run_1/layers.png
Drawn at 6 px/um. Only two layers are drawn.
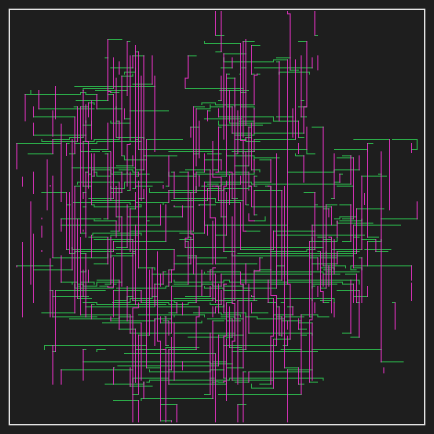
run_1/m2.png
Drawn at 6 px/um. Cells faint in the background.
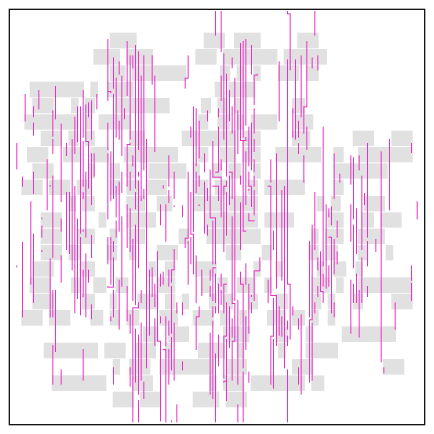
run_1/pinout.png
Drawn at 6 px/um. Pins as bars across the die edge, other pins in grey.
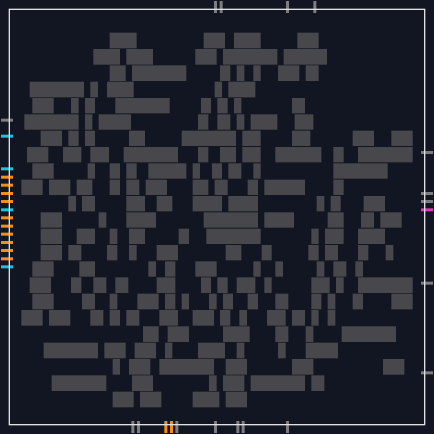
run_1/closeup.png
Window x 14 to 54, y 14 to 54 um. Cells in grey, sequential cells in the stronger grey; small squares are vias.
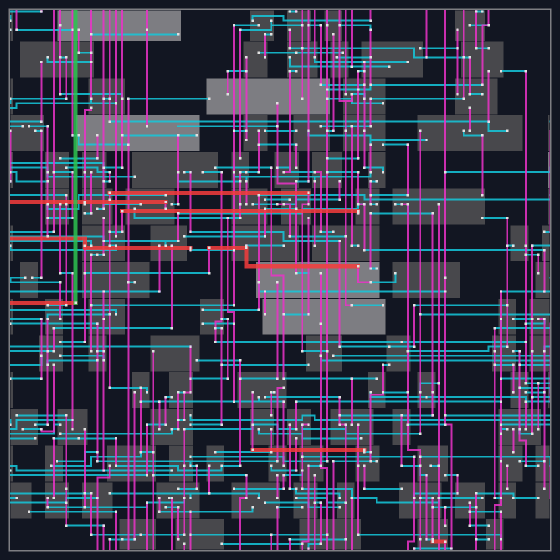
==> config.mk <==
export PLATFORM = sky130hd
export DESIGN_NAME = bcd_countdown_timer
export DESIGN_NICKNAME = d
export VERILOG_FILES = /design/src/rtl/bcd_pkg.sv /design/src/rtl/bcd_down_digit.sv /design/src/rtl/bcd_countdown_timer.sv
export SDC_FILE = /design/constraint.sdc
export NUM_CORES = 1
export LEC_CHECK = 0
export CAP_MARGIN = 40
export CELL_PAD_IN_SITES_DETAIL_PLACEMENT = 1
export CELL_PAD_IN_SITES_GLOBAL_PLACEMENT = 2
export CORE_UTILIZATION = 31
export DETAILED_ROUTE_END_ITERATION = 10
export GPL_ROUTABILITY_DRIVEN = 1
export PLACE_DENSITY = 0.84
export SLEW_MARGIN = 10
export SYNTH_ARGS = -nofsm -noshare
export SYNTH_HDL_FRONTEND = slang
export SYNTH_SLANG_ARGS = --single-unit
export TNS_END_PERCENT = 20
==> constraint.sdc <==
create_clock -name clk -period 3.9 [get_ports clk]
set_clock_uncertainty 0.05 [all_clocks]
set_input_delay 1.17 -clock clk [delete_from_list [all_inputs] [get_ports clk]]
set_output_delay 1.17 -clock clk [all_outputs]
set_load 0.02 [all_outputs]
==> GITHUB_STEP_SUMMARY, run 1 <==
## PnR job results

| Metric | Value |
|---|---|
| Seq/Total Area, Yosys | 30.6% |
| Status | completed |
| Critical path depth | 4 |
| Share of layout cells above drive strength 1 | 7.77% |
| Synth warn | 0 |
| Post-detailed-route count of antenna-violating nets | 0 |
| Setup ws final | 0.978 ns |
| Yosys Instances | 159 |
| Kind of end point of the critical path | register |
| Max incr delay on CP | 0.66 ns |
| Setup slack, reg-to-reg | 1.59 ns |
| Insertion delay at the late pin of the worst-skew pair | 0.26 ns |
| Synth async-reset ratio | 100% |
| Util after Layout | 44.0% |
| Post-Synthesis Mean Instance Area | 8.75 sq um |
| Top cells excl fill/tap | clkdlybuf4s50_1, dfrtp_1, a21oi_1, inv_1 |
| Post-Syn Instances | 159 |
| Post-synth net total | 187 |
| Core Region | 4140 sq um |
| CP max-delay cell | clkdlybuf4s50_1 |
| Seq_cells | 17 |
| Hold Slack | 0.544 ns |
| Simple Share, Synth | 29.6% |
| Comb gate area | 887 sq um |
| Vias per cell | 5.68 |
| Switching power | 0.222 mW |
| Total Power | 0.595 mW |
| DP Area | 1780 sq um |
-- layers.png (at the start) --
[M1] green | wire length: 1940 um
[M2] magenta | wire length: 2220 um
drt total wl: 4360 um
Tot GR Track Use: 21.0%
via count: 1380
routed len/inst: 18.0 um

-- m2.png (at the start) --
nets with wire on the layer: 198
share of all routed wire: 51%
GR Util met2: 35.8%

-- pinout.png (at the start) --
[`tens`] cyan | pins: 4 | direction: output | edge: left
[`enable`] magenta | pins: 1 | direction: input | edge: right
[`load_value`] orange | pins: 12 | direction: input | edge: 10 left, 2 bottom
all pins by edge: 15 left, 9 bottom, 6 right, 4 top
Port Buf Inserts: 33
die width: 69.0 um
Die Ht: 69.0 um

-- closeup.png (at the start) --
[M2] magenta
[M1] cyan
[M4] green
[M3] red
most frequent: nand2_1 (11), a21oi_1 (9), o21ai_0 (9)
cells with their middle in the window: 96
sequential cells in the window: 5

==> run 2, diff against run 1 <==
--- a/config.mk
+++ b/config.mk
@@ -8,10 +8,10 @@
 export CAP_MARGIN = 40
 export CELL_PAD_IN_SITES_DETAIL_PLACEMENT = 1
 export CELL_PAD_IN_SITES_GLOBAL_PLACEMENT = 2
-export CORE_UTILIZATION = 31
+export CORE_UTILIZATION = 26
 export DETAILED_ROUTE_END_ITERATION = 10
 export GPL_ROUTABILITY_DRIVEN = 1
-export PLACE_DENSITY = 0.84
+export PLACE_DENSITY = 0.75
 export SLEW_MARGIN = 10
 export SYNTH_ARGS = -nofsm -noshare
 export SYNTH_HDL_FRONTEND = slang
==> constraint.sdc (replaced) <==
create_clock -name clk -period 2.3 [get_ports clk]
set_clock_uncertainty 0.05 [all_clocks]
set_input_delay 0.69 -clock clk [delete_from_list [all_inputs] [get_ports clk]]
set_output_delay 0.69 -clock clk [all_outputs]
set_load 0.02 [all_outputs]
run_2/m2.png
Drawn at 4 px/um. Cells faint in the background.
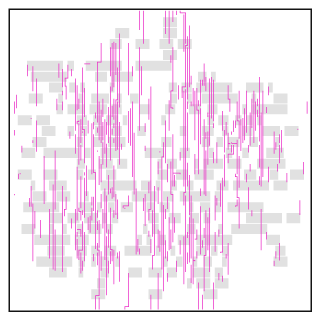
main direction: vertical
nets with wire on the layer: 205
longest straight run: 30.6 um
wire length on this layer: 2080 um
via count: 1415
GR Util met2: 28.0%
drt total wl: 4320 um

run_2/closeup.png
Window x 18 to 58, y 18 to 58 um. Cells in grey, sequential cells in the stronger grey; small squares are vias.
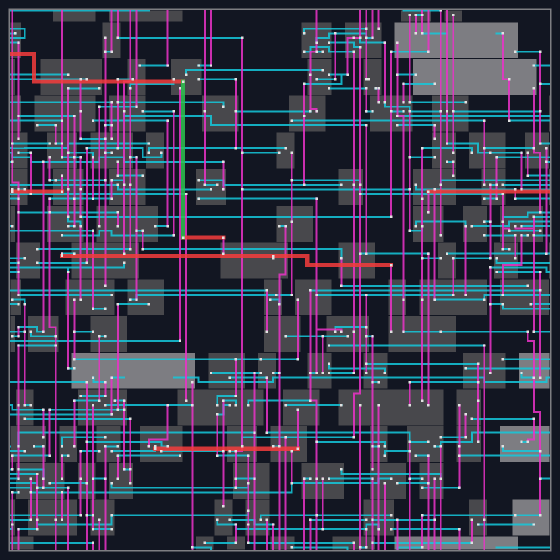
[M2] magenta
[M1] cyan
[M3] red
[M4] green
cells with their middle in the window: 89
most frequent: buf_4 (12), o21ai_0 (7)
sequential cells in the window: 3

run_2/layers.png
Drawn at 4 px/um. Only two layers are drawn.
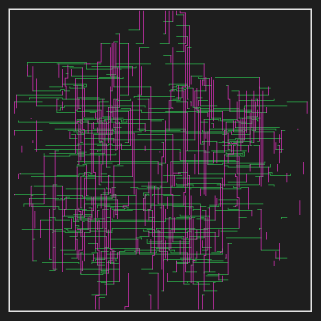
[M1] green | wire length: 2080 um
[M2] magenta | wire length: 2080 um
Tot GR Track Use: 16.7%
routed len/inst: 15.6 um

==> run 2 against run 1 <==
Compared with the run above: sequential power increased by 66%; area after synthesis is the same; wire length is 1.0% lower; die area grew 19%; final cell count increased by 14%; register-to-register slack worse by 1.4 ns; combinational power increased by 83%; first-iteration DRC count fell by 25%; design area is 6.9% higher; worst hold slack worse by 0.012 ns; largest power group unchanged; highest routed layer unchanged; non-clock buffer count rose by 14; global-route usage is 4.3 points lower.
==> GITHUB_STEP_SUMMARY, run 2 <==
## PnR job results

| Metric | Value |
|---|---|
| Total sequential power | 0.361 mW |
| Worst Path Required | 1.56 ns |
| 1st-iter DRT viols | 49 |
| Hold path depth | 2 |
| Synth warn | 0 |
| Final setup fails | 0 |
| Insertion delay at the late pin of the worst-skew pair | 0.26 ns |
| Worst Path Buf+Inv | 1 |
| CP max-delay cell | clkdlybuf4s50_1 |
| Seq_cells | 17 |
| Post-Synthesis Mean Instance Area | 8.75 sq um |
| Max incr delay on CP | 0.67 ns |
| Die Ht | 75.2 um |
| Commonest cells in the synthesized netlist | dfrtp_1, a21oi_1, inv_1 |
| WL met1 | 2080 um |
| Top cells excl fill/tap | clkdlybuf4s50_1, dfrtp_1, buf_4, a21oi_1 |
| Comb gate area | 891 sq um |
| Vias per cell | 5.11 |
| P per Cell Area | 527 nW/um^2 |
| Die width | 75.2 um |
| Hold Slack | 0.533 ns |
| Total Power | 1.03 mW |
| Status | completed |
| Port Buf Inserts | 33 |
| Util after Layout | 37.9% |
| Synth async-reset ratio | 100% |
| Switching power | 0.373 mW |
| Setup ws final | 0.115 ns |
| Core Region | 5140 sq um |
| Cts repair resizes | 0 |
| Simple Share, Synth | 29.6% |
| Seq/Total Area, Yosys | 30.6% |
| VDD IR-drop max | 0.290 mV |
| Share of layout cells above drive strength 1 | 15.5% |
| Critical path depth | 1 |
| Post-Syn Instances | 159 |
| Combinational cell power | 0.432 mW |
| Mux area share | 2.52% |
| Post-synth net total | 187 |
Power and IR drop assume default switching activity.
